==> config.mk <==
export PLATFORM = sky130hd
export DESIGN_NAME = int_ctrl_multi
export DESIGN_NICKNAME = d
export VERILOG_FILES = /design/src/rtl/int_ctrl_multi.sv
export SDC_FILE = /design/constraint.sdc
export NUM_CORES = 1
export LEC_CHECK = 0
export ABC_CLOCK_PERIOD_IN_PS = 1500
export CAP_MARGIN = 10
export CORE_MARGIN = 2
export CORE_UTILIZATION = 41
export DETAILED_ROUTE_END_ITERATION = 7
export PLACE_DENSITY = 0.87
export SLEW_MARGIN = 20
export SYNTH_ARGS = -nofsm -noshare
export SYNTH_HDL_FRONTEND = slang
export SYNTH_SLANG_ARGS = --single-unit
==> constraint.sdc <==
create_clock -name clk -period 1.5 [get_ports clk]
set_input_delay 0.45 -clock clk [delete_from_list [all_inputs] [get_ports clk]]
set_output_delay 0.45 -clock clk [all_outputs]
set_load 0.1 [all_outputs]
==> src/rtl/int_ctrl_multi.sv <==
// Fixed-priority interrupt controller: NUM_IRQ maskable level/edge channels plus an optional NMI.
// The NMI path is built only when INTC_NMI_EN is defined; otherwise nmi_in is ignored.
module int_ctrl_multi #(
  parameter int                   NUM_IRQ  = 8,
  parameter int                   IDX_W    = 3,
  parameter logic [NUM_IRQ-1:0]   EDGE_SEL = '0
) (
  input  logic               clk,
  input  logic               rst,
  input  logic [NUM_IRQ-1:0] irq_in,
  input  logic               nmi_in,
  input  logic               mask_wr,
  input  logic [NUM_IRQ-1:0] mask_wdata,
  input  logic               fetch_boundary,
  input  logic               int_ack,
  input  logic               int_done,
  output logic               int_req,
  output logic               int_is_nmi,
  output logic [IDX_W-1:0]   int_idx,
  output logic [NUM_IRQ-1:0] pending_q,
  output logic [NUM_IRQ-1:0] mask_q,
  output logic               in_service
);

  localparam logic [1:0] S_IDLE = 2'd0;
  localparam logic [1:0] S_REQ  = 2'd1;
  localparam logic [1:0] S_SVC  = 2'd2;

  logic [1:0]         state_q, state_d;
  logic [NUM_IRQ-1:0] irq_s_q, irq_d_q, pending_d, pend_clr;
  logic               int_req_d, int_is_nmi_d, in_service_d;
  logic [IDX_W-1:0]   int_idx_d;
  logic               nmi_pend;
  logic               cand_vld, cand_nmi;
  logic [IDX_W-1:0]   cand_idx;
  logic               ack_evt;

  assign ack_evt = (state_q == S_REQ) && int_ack;

`ifdef INTC_NMI_EN
  logic nmi_s_q, nmi_d_q, nmi_pend_q;
  logic nmi_clr;

  // A fresh edge wins over a simultaneous ack so the NMI is never lost.
  assign nmi_clr = ack_evt && int_is_nmi;

  always_ff @(posedge clk or posedge rst) begin
    if (rst) begin
      nmi_s_q    <= 1'b0;
      nmi_d_q    <= 1'b0;
      nmi_pend_q <= 1'b0;
    end else begin
      nmi_s_q    <= nmi_in;
      nmi_d_q    <= nmi_s_q;
      nmi_pend_q <= (nmi_pend_q & ~nmi_clr) | (nmi_s_q & ~nmi_d_q);
    end
  end

  assign nmi_pend = nmi_pend_q;
`else
  logic nmi_unused;
  assign nmi_unused = nmi_in;
  assign nmi_pend   = 1'b0;
`endif

  // Level channels mirror the synchronised line; edge channels latch until acked.
  always_comb begin
    pend_clr  = '0;
    pending_d = '0;
    for (int i = 0; i < NUM_IRQ; i++) begin
      pend_clr[i]  = ack_evt && !int_is_nmi && (int_idx == IDX_W'(i));
      pending_d[i] = EDGE_SEL[i]
                   ? ((pending_q[i] & ~pend_clr[i]) | (irq_s_q[i] & ~irq_d_q[i]))
                   : irq_s_q[i];
    end
  end

  // Descending scan so the lowest enabled index is the one left standing.
  always_comb begin
    cand_vld = nmi_pend;
    cand_nmi = nmi_pend;
    cand_idx = '0;
    if (!nmi_pend) begin
      for (int i = NUM_IRQ - 1; i >= 0; i--) begin
        if (pending_q[i] && mask_q[i]) begin
          cand_vld = 1'b1;
          cand_idx = IDX_W'(i);
        end
      end
    end
  end

  always_comb begin
    state_d      = state_q;
    int_req_d    = int_req;
    int_is_nmi_d = int_is_nmi;
    int_idx_d    = int_idx;
    in_service_d = in_service;
    case (state_q)
      S_IDLE: begin
        if (fetch_boundary && cand_vld) begin
          int_req_d    = 1'b1;
          int_is_nmi_d = cand_nmi;
          int_idx_d    = cand_idx;
          state_d      = S_REQ;
        end
      end
      S_REQ: begin
        if (int_ack) begin
          int_req_d    = 1'b0;
          in_service_d = 1'b1;
          state_d      = S_SVC;
        end
      end
      S_SVC: begin
        if (int_done) begin
          in_service_d = 1'b0;
          state_d      = S_IDLE;
        end
      end
      default: state_d = S_IDLE;
    endcase
  end

  always_ff @(posedge clk or posedge rst) begin
    if (rst) begin
      state_q    <= S_IDLE;
      irq_s_q    <= '0;
      irq_d_q    <= '0;
      pending_q  <= '0;
      mask_q     <= '0;
      int_req    <= 1'b0;
      int_is_nmi <= 1'b0;
      int_idx    <= '0;
      in_service <= 1'b0;
    end else begin
      state_q    <= state_d;
      irq_s_q    <= irq_in;
      irq_d_q    <= irq_s_q;
      pending_q  <= pending_d;
      if (mask_wr) mask_q <= mask_wdata;
      int_req    <= int_req_d;
      int_is_nmi <= int_is_nmi_d;
      int_idx    <= int_idx_d;
      in_service <= in_service_d;
    end
  end

endmodule

**Cells coloured by class**

Bar = 20 µm. Fill, decap, tap and diode cells in grey.
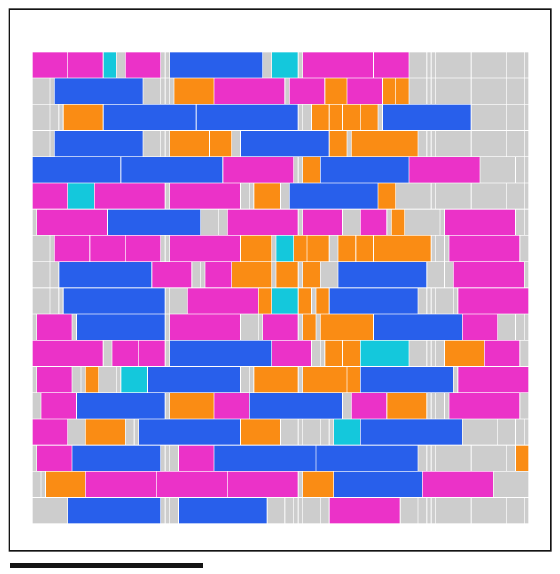
- magenta: other buffers and delay cells (cells 51; share of their area 38%)
- cyan: clock drivers and dummy loads (cells 8; share of their area 3.1%)
- orange: all other logic (cells 45; share of their area 17%)
- blue: flops (cells 31; share of their area 42%)

**Routed metal, one colour a layer**

Bar = 20 µm. Two of the layers only.
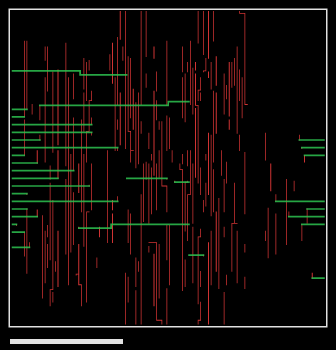
- green: met3 (wire length 245 µm)
- red: met2 (wire length 1380 µm)

**Register map, names as in the netlist**

Bar = 20 µm. Other sequential cells in the stronger grey, the rest of the logic in the fainter grey.
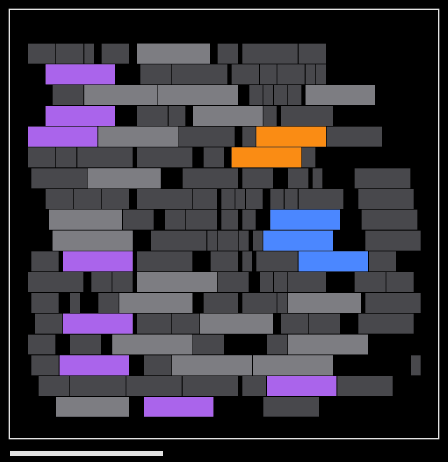
- blue: `int_idx` (sequential cells 3)
- orange: `state_q` (sequential cells 2)
- purple: `irq_s_q` (sequential cells 8)
- not coloured: 18

==> flow_summary.ini <==
; physical design summary
[synth]
ys_seq_elements = 31
post_synth.cell_area_avg_um2 = 14.2
mux_area_share_pct = 9.47
ys_sh_aoi_pct = 12.1
ys_cells = 78
ys_seq_share_pct = 69.9
ys_sh_simple_pct = 6.09

[status]
status = finished, violations left
violations = negative setup slack

[clock_tree]
root_buffer = clkbuf_4
hold_buffers = 0
cts_made_buffers = 5

[cells_and_area]
diodes = 0
regArea_um2 = 816
inv_count = 3
fin_nets = 157

[place]
placed_cells = 154
place_area_um2 = 1890
pre_cts_slack_ps = -133
gp_congestion = 0.710
dp_hpwl_um = 1940

[timing]
maxSlewViolCount = 0
setup_ws_ps = -61.7
setup_viol = 3

[route]
dr.max_layer_used = met4
viasPerCell = 5.01

[setup_path]
worst-path-buf-inv = 2
r2r-end = int_idx[0]$_DFFE_PP0P_
cp.depth = 2
cp-startpoint = mask_q[1]$_DFFE_PP0P_
r2r-start = mask_q[2]$_DFFE_PP0P_
crit_end = mask_q[1]
cp-end-kind = output pin
required_ps = 1050

[floorplanning]
fp.coreArea_um2 = 2520
pin_count = 45
die_width_um = 56.0
fp_util_pct = 44.0

[global_routing]
grt_use_met3_pct = 10.7
grt_pass1_wl_um = 4310

[power_and_ir_drop]
share_seq_of_total_power_pct = 36.3
power_mw = 3.19
swShare_pct = 43.3
power_frac_comb_pct = 48.1
p_clk_share_pct = 15.6

[worst_hold_path]
hold_start = irq_s_q[4]$_DFF_PP0_
**Congestion heat map**

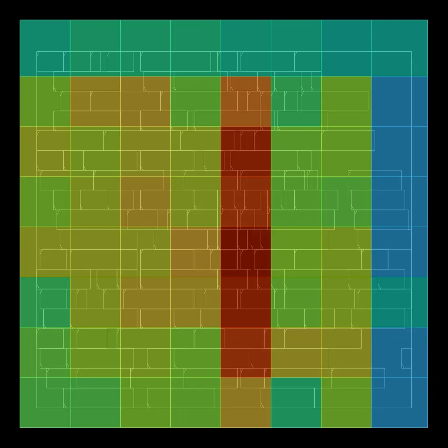
M1 GR Usage: 19.5%
met2 usage: 31.8%
fin util: 78.8%

**Placement density heat map**

11 x 11 tiles, from black (low) to pale yellow (high), 0 to 100% covered.
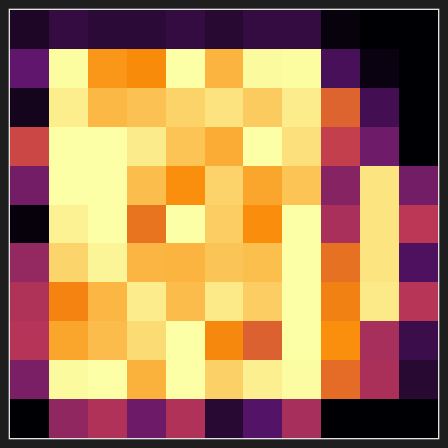
- densest ninth of the die: middle
- fullest tile: 100%
- nearly empty tiles: 9.1%
- mean over tiles: 62%
- tiles over 75% full: 52%

